<file path="config.mk">
export PLATFORM = sky130hd
export DESIGN_NAME = aes_key_expander_flat
export DESIGN_NICKNAME = d
export VERILOG_FILES = /design/src/rtl/aes_key_expander_if.sv /design/src/rtl/aes_key_expander.sv /design/src/flat_wrapper.sv
export SDC_FILE = /design/constraint.sdc
export NUM_CORES = 2
export LEC_CHECK = 0
export CORE_MARGIN = 1.5
export CORE_UTILIZATION = 35
export CTS_CLUSTER_DIAMETER = 150
export DETAILED_ROUTE_END_ITERATION = 6
export GPL_ROUTABILITY_DRIVEN = 0
export PLACE_DENSITY_LB_ADDON = 0.08
export SKIP_LAST_GASP = 1
export SYNTH_ARGS = -nofsm -noshare
export SYNTH_HDL_FRONTEND = slang
export SYNTH_SLANG_ARGS = --single-unit
</file>
<file path="constraint.sdc">
create_clock -name clk -period 57.8 [get_ports clk]
set_clock_uncertainty 0.2 [all_clocks]
set_input_delay 8.67 -clock clk [delete_from_list [all_inputs] [get_ports clk]]
set_output_delay 8.67 -clock clk [all_outputs]
set_load 0.02 [all_outputs]
</file>
<file path="src/rtl/aes_key_expander_if.sv">
// Key-load handshake and round-key read port of aes_key_expander.
// AES_KEYEXP_LAST_KEY_EN adds the last_key output.
interface aes_key_expander_if #(
   parameter int unsigned ADDR_W = 4
);
   logic [127:0]      key_in;
   logic              key_valid;
   logic              key_ready;
   logic              busy;
   logic              done;
   logic              keys_valid;
   logic [ADDR_W-1:0] rk_addr;
   logic [127:0]      rk_data;
`ifdef AES_KEYEXP_LAST_KEY_EN
   logic [127:0]      last_key;

   modport master (
      output key_in, key_valid, rk_addr,
      input  key_ready, busy, done, keys_valid, rk_data, last_key
   );
   modport slave (
      input  key_in, key_valid, rk_addr,
      output key_ready, busy, done, keys_valid, rk_data, last_key
   );
`else
   modport master (
      output key_in, key_valid, rk_addr,
      input  key_ready, busy, done, keys_valid, rk_data
   );
   modport slave (
      input  key_in, key_valid, rk_addr,
      output key_ready, busy, done, keys_valid, rk_data
   );
`endif
endinterface

</file>
<file path="src/rtl/aes_key_expander.sv">
// Sequential AES-128 key expansion: one round per clock, 11 round keys in a registered-read store.
// Optional feature macro: AES_KEYEXP_LAST_KEY_EN (adds the last_key register/output).
module aes_key_expander #(
   parameter int unsigned NR     = 10,
   parameter int unsigned ADDR_W = 4
) (
   input logic               clk,
   input logic               rst,
   aes_key_expander_if.slave bus
);

   typedef enum logic {StIdle, StExpand} state_e;

   localparam logic [0:255][7:0] SBOX = {
      128'h637c777bf26b6fc53001672bfed7ab76, 128'hca82c97dfa5947f0add4a2af9ca472c0,
      128'hb7fd9326363ff7cc34a5e5f171d83115, 128'h04c723c31896059a071280e2eb27b275,
      128'h09832c1a1b6e5aa0523bd6b329e32f84, 128'h53d100ed20fcb15b6acbbe394a4c58cf,
      128'hd0efaafb434d338545f9027f503c9fa8, 128'h51a3408f929d38f5bcb6da2110fff3d2,
      128'hcd0c13ec5f974417c4a77e3d645d1973, 128'h60814fdc222a908846eeb814de5e0bdb,
      128'he0323a0a4906245cc2d3ac629195e479, 128'he7c8376d8dd54ea96c56f4ea657aae08,
      128'hba78252e1ca6b4c6e8dd741f4bbd8b8a, 128'h703eb5664803f60e613557b986c11d9e,
      128'he1f8981169d98e949b1e87e9ce5528df, 128'h8ca1890dbfe6426841992d0fb054bb16
   };

   function automatic logic [7:0] rcon(input logic [3:0] r);
      logic [7:0] c;
      c = 8'h00;
      case (r)
         4'd1:    c = 8'h01;
         4'd2:    c = 8'h02;
         4'd3:    c = 8'h04;
         4'd4:    c = 8'h08;
         4'd5:    c = 8'h10;
         4'd6:    c = 8'h20;
         4'd7:    c = 8'h40;
         4'd8:    c = 8'h80;
         4'd9:    c = 8'h1b;
         4'd10:   c = 8'h36;
         default: c = 8'h00;
      endcase
      return c;
   endfunction

   // One AES_key_schedule step: next 4-word round key from the previous one.
   function automatic logic [127:0] key_round(input logic [127:0] w, input logic [3:0] r);
      logic [31:0] t, n0, n1, n2, n3;
      t  = {SBOX[w[23:16]], SBOX[w[15:8]], SBOX[w[7:0]], SBOX[w[31:24]]} ^ {rcon(r), 24'h0};
      n0 = w[127:96] ^ t;
      n1 = w[95:64]  ^ n0;
      n2 = w[63:32]  ^ n1;
      n3 = w[31:0]   ^ n2;
      return {n0, n1, n2, n3};
   endfunction

   state_e       state_q, state_d;
   logic [3:0]   rnd_q;
   logic [127:0] work_q;
   logic [127:0] rk_q [0:NR];
   logic [127:0] rk_data_q;
   logic         done_q;
   logic         keys_valid_q;
   logic [127:0] ks_out;
   logic         accept;
   logic         last_rnd;

   assign ks_out   = key_round(work_q, rnd_q);
   assign last_rnd = (rnd_q == 4'(NR));

   always_comb begin
      state_d = state_q;
      accept  = 1'b0;
      unique case (state_q)
         StIdle: begin
            if (bus.key_valid) begin
               accept  = 1'b1;
               state_d = StExpand;
            end
         end
         StExpand: begin
            if (last_rnd) state_d = StIdle;
         end
         default: state_d = StIdle;
      endcase
   end

   always_ff @(posedge clk or posedge rst) begin
      if (rst) state_q <= StIdle;
      else     state_q <= state_d;
   end

   always_ff @(posedge clk or posedge rst) begin
      if (rst) begin
         rnd_q        <= '0;
         work_q       <= '0;
         done_q       <= 1'b0;
         keys_valid_q <= 1'b0;
         for (int i = 0; i <= int'(NR); i++) rk_q[i] <= '0;
      end else begin
         done_q <= 1'b0;
         if (accept) begin
            rk_q[0]      <= bus.key_in;
            work_q       <= bus.key_in;
            rnd_q        <= 4'd1;
            keys_valid_q <= 1'b0;
         end else if (state_q == StExpand) begin
            rk_q[rnd_q] <= ks_out;
            work_q      <= ks_out;
            if (last_rnd) begin
               done_q       <= 1'b1;
               keys_valid_q <= 1'b1;
            end else begin
               rnd_q <= rnd_q + 4'd1;
            end
         end
      end
   end

   // Registered read; a same-edge write is not visible until the next read.
   always_ff @(posedge clk or posedge rst) begin
      if (rst)                                rk_data_q <= '0;
      else if (bus.rk_addr <= ADDR_W'(NR))    rk_data_q <= rk_q[bus.rk_addr];
      else                                    rk_data_q <= '0;
   end

`ifdef AES_KEYEXP_LAST_KEY_EN
   logic [127:0] last_key_q;

   always_ff @(posedge clk or posedge rst) begin
      if (rst)                                         last_key_q <= '0;
      else if (accept)                                 last_key_q <= '0;
      else if ((state_q == StExpand) && last_rnd)      last_key_q <= ks_out;
   end

   assign bus.last_key = last_key_q;
`endif

   assign bus.key_ready  = (state_q == StIdle);
   assign bus.busy       = (state_q == StExpand);
   assign bus.done       = done_q;
   assign bus.keys_valid = keys_valid_q;
   assign bus.rk_data    = rk_data_q;

endmodule

</file>
<file path="src/flat_wrapper.sv">
// flat-port wrapper written by rule: the top's interface ports become plain ports
module aes_key_expander_flat 
#(
   parameter int unsigned NR     = 10,
   parameter int unsigned ADDR_W = 4
)
  (clk, rst, bus_key_in, bus_key_valid, bus_rk_addr, bus_key_ready, bus_busy, bus_done, bus_keys_valid, bus_rk_data);
  aes_key_expander_if #(.ADDR_W(ADDR_W)) bus_i ();
  input logic clk;
  input logic rst;
  input wire logic [$bits(bus_i.key_in)-1:0] bus_key_in;
  input wire logic [$bits(bus_i.key_valid)-1:0] bus_key_valid;
  input wire logic [$bits(bus_i.rk_addr)-1:0] bus_rk_addr;
  output wire logic [$bits(bus_i.key_ready)-1:0] bus_key_ready;
  output wire logic [$bits(bus_i.busy)-1:0] bus_busy;
  output wire logic [$bits(bus_i.done)-1:0] bus_done;
  output wire logic [$bits(bus_i.keys_valid)-1:0] bus_keys_valid;
  output wire logic [$bits(bus_i.rk_data)-1:0] bus_rk_data;
  assign bus_i.key_in = bus_key_in;
  assign bus_i.key_valid = bus_key_valid;
  assign bus_i.rk_addr = bus_rk_addr;
  assign bus_key_ready = bus_i.key_ready;
  assign bus_busy = bus_i.busy;
  assign bus_done = bus_i.done;
  assign bus_keys_valid = bus_i.keys_valid;
  assign bus_rk_data = bus_i.rk_data;
  aes_key_expander #(.NR(NR), .ADDR_W(ADDR_W)) u_core (.clk(clk), .rst(rst), .bus(bus_i));
endmodule
</file>
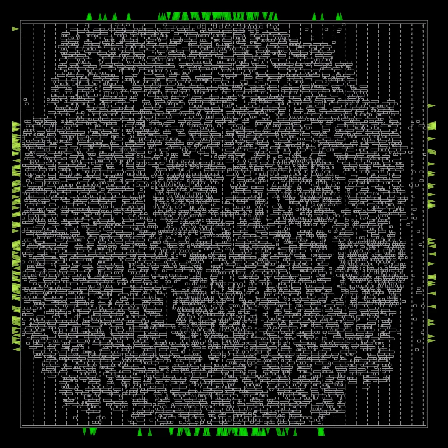
placement.png
number of fill cells: 24,435
Core ar.: 0.249 mm2
standard-cell row count: 183

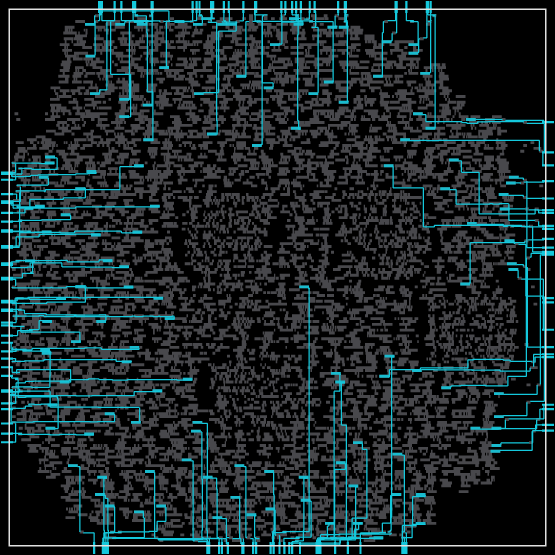
io_fan.png
[cyan] `bus_rk_data` | direction: output | end cells: 128 | buffers: 128 | wire: 11,800 um

==> metrics.cfg <==
[logic_synthesis]
yosysUniqueCellTypes = 110
mappedNetlistArea_mm2 = 0.0880
synth_area_per_cell_um2 = 9.72
top_area_share_pct = 47.5
netlist.top_cell.by_area = dfrtp_1

[routing]
drt-initial-drc-count = 7413
wire_per_inst_um = 28.5
routed-via-count = 71976

[hold_path]
hold_path.class = reg2reg
min_path_cells = 2

[timing]
tightest_slew_ps = 1360
timing.hold.ws_ps = 273

[outcome]
run_status = complete, no violations

[final_layout]
num-nets-final = 8949

[worst_setup_path]
regToRegStartpoint = u_core.work_q[9]
crit_path_end = u_core.rk_q[493]
cp-startpoint = rst

[clock_tree]
clk_root_buffer_cell = clkbuf_16

## metrics by stage
step	worst slack [ps]	area (um2)
after floorplan	1770	88000
after global placement	43690	92800
after detailed placement	43610	92800
after CTS	44540	99100
after global routing	43920	99100
final	44660	99100
## worst max-delay path: stages
cell and delay, ps:
clkdlybuf4s50_1 490, inv_8 610, buf_12 700, buf_12 680
buf_4 710, buf_4 790, buf_4 680
## logic make-up (layout without fill, tap and decap cells)
family | count (synthesis) | after routing | share of synthesized area [%]
AND/OR/NAND/NOR | 2527 | 2527 | 12.7
buffers and inverters | 1022 | 877 | 4.97
AND-OR/OR-AND | 2936 | 2936 | 20.1
multiplexers | 644 | 644 | 11.5
flip-flops | 1671 | 1671 | 47.5
other | 0 | 5 | 0
adder cells (fa/ha/maj) | 62 | 62 | 0.878
XOR/XNOR | 194 | 194 | 2.34
## cells in the final DEF (no fill, tap or decap), types with 23 or more instances in the layout
| cell | count |
|---|---|
| a211oi_1 | 135 |
| a21oi_1 | 426 |
| a221oi_1 | 23 |
| a22oi_1 | 138 |
| a311oi_1 | 42 |
| a31oi_1 | 57 |
| and2_1 | 36 |
| buf_4 | 175 |
| clkbuf_1 | 52 |
| clkbuf_16 | 189 |
| clkbuf_8 | 44 |
| clkdlybuf4s50_1 | 261 |
| clkinv_2 | 26 |
| dfrtp_1 | 1655 |
| ha_1 | 61 |
| inv_1 | 55 |
| mux2_2 | 31 |
| mux2i_1 | 321 |
| mux4_2 | 292 |
| nand2_1 | 1500 |
| nand2b_1 | 107 |
| nand3_1 | 91 |
| nand4_1 | 24 |
| nor2_1 | 312 |
| nor2b_1 | 179 |
| nor3_1 | 87 |
| o2111ai_1 | 27 |
| o211a_1 | 47 |
| o211ai_1 | 47 |
| o21ai_0 | 1450 |
| o21ai_1 | 54 |
| o21ai_2 | 23 |
| o22ai_1 | 153 |
| o311ai_0 | 38 |
| o31ai_1 | 32 |
| or2_2 | 27 |
| or3_1 | 27 |
| xnor2_1 | 96 |
| xor2_1 | 55 |
## flip-flops by register name, summed over array words and instances (netlist names)
| signal | flops |
|---|---|
| u_core.bus.done | 1 |
| u_core.rk_q | 1408 |
| u_core.bus.busy | 1 |
| u_core.rnd_q | 4 |
| u_core.bus.keys_valid | 1 |
| u_core.bus.rk_data | 128 |
| u_core.work_q | 128 |
## final cells by class
class	instances	area, um2	share of cell area [%]
inverters	72	278	0.280
diodes	5	12.5	0.0126
clock buffers	285	5530	5.58
multi-input cells	6363	42100	42.5
repair buffers	457	4320	4.36
flip-flops and latches	1671	41800	42.2
well taps	3330	4170	4.20
clock inverters	63	830	0.837
## layer usage
layer / global-route usage, % / vias up / wire length (um)
met5: 0 / - / 84
met4: 11.4 / 12 / 16000
met3: 5.34 / 669 / 25800
met2: 40.9 / 3049 / 154000
met1: 37.4 / 36369 / 153000
li1: - / 31877 / -
